$ cat config.mk
export PLATFORM = sky130hd
export DESIGN_NAME = relu_act_serializer_flat
export DESIGN_NICKNAME = d
export VERILOG_FILES = /design/src/rtl/relu_act_serializer_if.sv /design/src/rtl/relu_act_serializer.sv /design/src/flat_wrapper.sv
export SDC_FILE = /design/constraint.sdc
export NUM_CORES = 1
export LEC_CHECK = 0
export CAP_MARGIN = 20
export CORE_UTILIZATION = 49
export CTS_CLUSTER_DIAMETER = 120
export DETAILED_ROUTE_END_ITERATION = 8
export PLACE_DENSITY = 0.81
export SYNTH_ARGS = -nofsm -noshare
export SYNTH_HDL_FRONTEND = slang
export SYNTH_SLANG_ARGS = --single-unit
$ cat constraint.sdc
create_clock -name clk -period 3.9 [get_ports clk]
set_clock_uncertainty 0.15 [all_clocks]
set_input_delay 0.78 -clock clk [delete_from_list [all_inputs] [get_ports clk]]
set_output_delay 0.78 -clock clk [all_outputs]
set_load 0.1 [all_outputs]
$ cat src/rtl/relu_act_serializer_if.sv
// -----------------------------------------------------------------------------
// relu_act_serializer_if
// Purpose : valid/ready stream that carries one rescaled activation at a time
//           from the ReLU serializer to the next layer's input.
// Signals :
//   act_out    signed activation (OUT_W bits), driven by the master
//   act_idx    lane index of act_out (0..3), driven by the master
//   act_valid  act_out/act_idx valid, driven by the master
//   frame_last high with act_valid on lane 3, driven by the master
//   act_ready  sink accepts when act_valid & act_ready, driven by the slave
// -----------------------------------------------------------------------------
interface relu_act_serializer_if #(
   parameter int OUT_W = 8
) ();
   logic signed [OUT_W-1:0] act_out;
   logic [1:0]              act_idx;
   logic                    act_valid;
   logic                    act_ready;
   logic                    frame_last;

   modport master (
      output act_out,
      output act_idx,
      output act_valid,
      output frame_last,
      input  act_ready
   );

   modport slave (
      input  act_out,
      input  act_idx,
      input  act_valid,
      input  frame_last,
      output act_ready
   );
endinterface

$ cat src/rtl/relu_act_serializer.sv
// -----------------------------------------------------------------------------
// relu_act_serializer
// Purpose : Sits at the output of the 4-lane ReLU stage. On a rising edge of
//           relu_ready the four activations are clamped at zero, shifted right
//           by SHIFT, saturated to OUT_W signed bits and held in a frame
//           buffer. The buffer is then streamed one lane per valid/ready
//           handshake. The ReLU cannot be stalled, so a frame that arrives
//           while a previous one is still streaming is dropped and flagged.
// Ports   :
//   clk         rising-edge clock
//   rst         synchronous active-high reset
//   relu_ready  ReLU output_ready level; its rising edge triggers a capture
//   act0..act3  signed ReLU activations (IN_W bits), lanes 0..3
//   act_if      master side of the activation stream (act_out, act_idx,
//               act_valid, frame_last out; act_ready in)
//   frame_done  one-cycle pulse after the lane-3 handshake
//   busy        high while a frame is held for streaming
//   overrun     sticky flag: a ReLU frame arrived while busy (cleared by rst)
// -----------------------------------------------------------------------------
module relu_act_serializer #(
   parameter int IN_W  = 12,
   parameter int OUT_W = 8,
   parameter int SHIFT = 4
) (
   input  logic                   clk,
   input  logic                   rst,
   input  logic                   relu_ready,
   input  logic signed [IN_W-1:0] act0,
   input  logic signed [IN_W-1:0] act1,
   input  logic signed [IN_W-1:0] act2,
   input  logic signed [IN_W-1:0] act3,
   relu_act_serializer_if.master  act_if,
   output logic                   frame_done,
   output logic                   busy,
   output logic                   overrun
);

   typedef enum logic [0:0] {
      ST_IDLE = 1'b0,
      ST_SEND = 1'b1
   } state_t;

   // Largest positive OUT_W-bit value, widened to IN_W bits for comparison.
   localparam logic [IN_W-1:0] SAT_MAX = {{(IN_W-OUT_W+1){1'b0}}, {(OUT_W-1){1'b1}}};

   // Clamp negatives to zero, rescale, then saturate to the positive OUT_W range.
   function automatic logic [OUT_W-1:0] rescale(input logic signed [IN_W-1:0] a);
      logic [IN_W-1:0] v;
      logic [IN_W-1:0] s;
      if (a[IN_W-1]) begin
         v = '0;
      end else begin
         v = a;
      end
      // v is non-negative, so a logical shift equals the arithmetic shift.
      s = v >> SHIFT;
      if (s > SAT_MAX) begin
         rescale = SAT_MAX[OUT_W-1:0];
      end else begin
         rescale = s[OUT_W-1:0];
      end
   endfunction

   state_t           state_r;
   logic             relu_ready_q_r;
   logic [OUT_W-1:0] frame_buf_r [4];
   logic [OUT_W-1:0] act_out_r;
   logic [1:0]       act_idx_r;
   logic             act_valid_r;
   logic             frame_last_r;
   logic             frame_done_r;
   logic             busy_r;
   logic             overrun_r;

   logic             cap_edge_s;
   logic [1:0]       nxt_idx_s;
   logic [OUT_W-1:0] lane_s [4];

   assign cap_edge_s = relu_ready & ~relu_ready_q_r;
   assign nxt_idx_s  = act_idx_r + 2'd1;

   // Rescaled value of each live ReLU lane, used only at capture time.
   always_comb begin
      lane_s[0] = rescale(act0);
      lane_s[1] = rescale(act1);
      lane_s[2] = rescale(act2);
      lane_s[3] = rescale(act3);
   end

   // Capture/stream FSM with registered stream and status outputs.
   always_ff @(posedge clk) begin
      if (rst) begin
         state_r        <= ST_IDLE;
         relu_ready_q_r <= 1'b0;
         act_out_r      <= '0;
         act_idx_r      <= 2'd0;
         act_valid_r    <= 1'b0;
         frame_last_r   <= 1'b0;
         frame_done_r   <= 1'b0;
         busy_r         <= 1'b0;
         overrun_r      <= 1'b0;
         for (int i = 0; i < 4; i++) begin
            frame_buf_r[i] <= '0;
         end
      end else begin
         relu_ready_q_r <= relu_ready;
         frame_done_r   <= 1'b0;
         case (state_r)
            ST_IDLE: begin
               if (cap_edge_s) begin
                  for (int i = 0; i < 4; i++) begin
                     frame_buf_r[i] <= lane_s[i];
                  end
                  // Lane 0 is presented straight away: valid one cycle after the edge.
                  act_out_r    <= lane_s[0];
                  act_idx_r    <= 2'd0;
                  act_valid_r  <= 1'b1;
                  frame_last_r <= 1'b0;
                  busy_r       <= 1'b1;
                  state_r      <= ST_SEND;
               end else begin
                  act_valid_r  <= 1'b0;
                  frame_last_r <= 1'b0;
                  busy_r       <= 1'b0;
               end
            end
            ST_SEND: begin
               // A new frame cannot be held while streaming; drop it and flag.
               if (cap_edge_s) begin
                  overrun_r <= 1'b1;
               end else begin
                  overrun_r <= overrun_r;
               end
               // act_valid is always high in SEND, so act_ready alone is the handshake.
               if (act_if.act_ready) begin
                  if (act_idx_r == 2'd3) begin
                     act_valid_r  <= 1'b0;
                     frame_last_r <= 1'b0;
                     busy_r       <= 1'b0;
                     frame_done_r <= 1'b1;
                     state_r      <= ST_IDLE;
                  end else begin
                     act_idx_r    <= nxt_idx_s;
                     act_out_r    <= frame_buf_r[nxt_idx_s];
                     frame_last_r <= (nxt_idx_s == 2'd3);
                  end
               end else begin
                  act_idx_r <= act_idx_r;
                  act_out_r <= act_out_r;
               end
            end
            default: begin
               state_r      <= ST_IDLE;
               act_valid_r  <= 1'b0;
               frame_last_r <= 1'b0;
               busy_r       <= 1'b0;
            end
         endcase
      end
   end

   assign act_if.act_out    = act_out_r;
   assign act_if.act_idx    = act_idx_r;
   assign act_if.act_valid  = act_valid_r;
   assign act_if.frame_last = frame_last_r;
   assign frame_done        = frame_done_r;
   assign busy              = busy_r;
   assign overrun           = overrun_r;

endmodule
$ cat src/flat_wrapper.sv
// flat-port wrapper written by rule: the top's interface ports become plain ports
module relu_act_serializer_flat 
#(
   parameter int IN_W  = 12,
   parameter int OUT_W = 8,
   parameter int SHIFT = 4
)
  (clk, rst, relu_ready, act0, act1, act2, act3, frame_done, busy, overrun, act_if_act_out, act_if_act_idx, act_if_act_valid, act_if_frame_last, act_if_act_ready);
  relu_act_serializer_if #(.OUT_W(OUT_W)) act_if_i ();
  input  logic clk;
  input  logic rst;
  input  logic relu_ready;
  input  logic signed [IN_W-1:0] act0;
  input  logic signed [IN_W-1:0] act1;
  input  logic signed [IN_W-1:0] act2;
  input  logic signed [IN_W-1:0] act3;
  output logic frame_done;
  output logic busy;
  output logic overrun;
  output wire logic [$bits(act_if_i.act_out)-1:0] act_if_act_out;
  output wire logic [$bits(act_if_i.act_idx)-1:0] act_if_act_idx;
  output wire logic [$bits(act_if_i.act_valid)-1:0] act_if_act_valid;
  output wire logic [$bits(act_if_i.frame_last)-1:0] act_if_frame_last;
  input wire logic [$bits(act_if_i.act_ready)-1:0] act_if_act_ready;
  assign act_if_act_out = act_if_i.act_out;
  assign act_if_act_idx = act_if_i.act_idx;
  assign act_if_act_valid = act_if_i.act_valid;
  assign act_if_frame_last = act_if_i.frame_last;
  assign act_if_i.act_ready = act_if_act_ready;
  relu_act_serializer #(.IN_W(IN_W), .OUT_W(OUT_W), .SHIFT(SHIFT)) u_core (.clk(clk), .rst(rst), .relu_ready(relu_ready), .act0(act0), .act1(act1), .act2(act2), .act3(act3), .act_if(act_if_i), .frame_done(frame_done), .busy(busy), .overrun(overrun));
endmodule
Clock wires, drivers and flops:
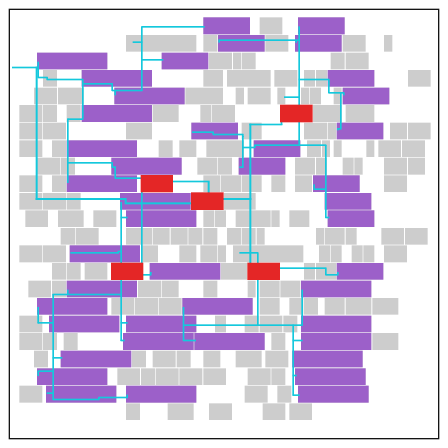
legend:
  clock wires:
    colour: cyan
    length: 449 µm
  flip-flops:
    colour: purple
    count: 43
  clock drivers:
    colour: red
    count: 5
routed clock nets: 6
flops lie: spread over the die

Placed standard cells:
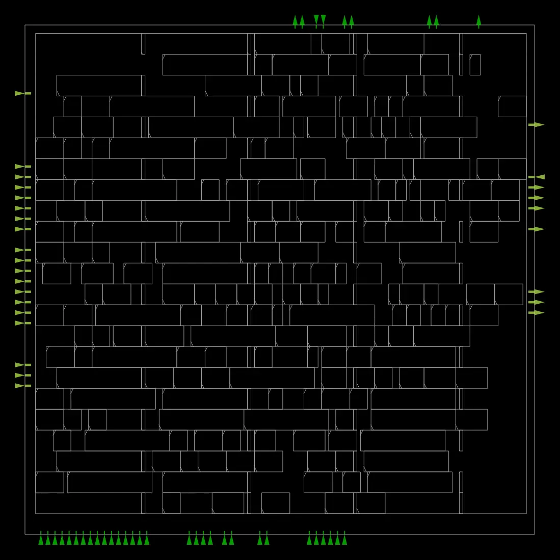
Util after Layout: 66.6%
Core ar.: 4000 µm²
row count: 23

Wire density map:
13 x 13 tiles, from black (low) to pale yellow (high), scaled to the fullest tile. Values are wire area over tile area, all layers added.
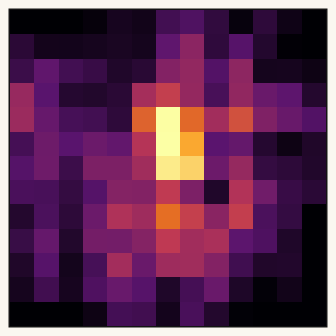
densest ninth of the die: centre
fullest tile: 0.63
tiles over half the peak: 8.3%

Gate families picked out:
Scale bar: 20 µm.
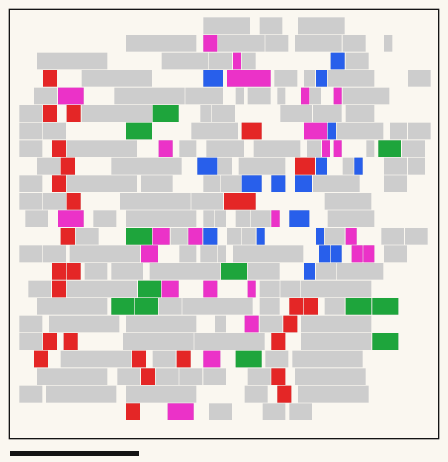
legend:
  nand cells:
    colour: blue
    cells: 17
    most_used: nand3_1
  mux cells:
    colour: green
    cells: 12
    most_used: mux2_2
  nor cells:
    colour: magenta
    cells: 24
    most_used: nor2_1
  and/or cells:
    colour: red
    cells: 27
    most_used: and2_1

==> out/metrics.csv <==
stage;metric;value;unit
drt;met3 WL;217;µm
synth;post-synthesis adder-cell area fraction;1.23;%
final_timing;worst hold slack;321;ps
layout;flop share of the area;42.9;%
critical_path;delay-heaviest family, CP;buffers and inverters;
critical_path;worst stage delay on the critical path;1150;ps
hold_path;Hold Crit Class;reg2reg;
synth;Simple-Gate Area Share;22.1;%
power;Flop pwr share;46.4;%
synth;Max-area cell share;41.4;%
power;standby leakage power;0.970;nW
synth;main logic family after synthesis;simple AND/OR/NAND/NOR gates;
layout;Comb area;805;µm²
hold_path;Worst Hold Path Cells;2;
power;Worst IR Drop VDD;0.275;mV
clock_tree;CTS clk-pin slew, worst paths;80;ps
layout;nets@finish;268;
final_timing;final setup violation count;0;
hold_path;worst hold endpoint;u_core.overrun;
layout;Leading cell kind;sequential cells;
placement;dpl hpwl;2950;µm
run_status;status;finished, final reports clean;
synth;flip-flops with a built-in enable;28;
drt;initial drt markers;107;
synth;Synth Net Count;220;
layout;register area;1140;µm²
floorplanning;DIE WIDTH;66.4;µm
synth;Commonest flop;edfxtp_1;
critical_path;crit path capture;act_if_act_idx[1];
power;post-route total power;1.15;mW
synth;Post-synth seq share;56.2;%
floorplanning;Init Core Util;50.8;%
power;Comb power;0.215;mW
global_route;GR Util met2;34.9;%
run;tool warnings;43;
critical_path;crit path DRT;2970;ps
critical_path;crit-path cells;clkdlybuf4s50_1;
clock_tree;cts hold-fix bufs;0;
power;Seq power;0.533;mW
layout;Largest register FFs;28;
placement;DP Cell Count;257;
drt;Pre-antenna DRT Iters;4;
synth;Syn. warnings;0;
power;Comb power frac;18.8;%
critical_path;CP Class;reg2out;
critical_path;Register-to-Register Setup Slack;1860;ps
final_timing;f_max;362;MHz
critical_path;CP Data Arrival Time;1830;ps
layout;Cell Count, Final, Fillers Out;265;
critical_path;Max stage delay cell, worst path;clkdlybuf4s50_1;
Power figures rest on the tool's default switching activity, not on a simulated workload.
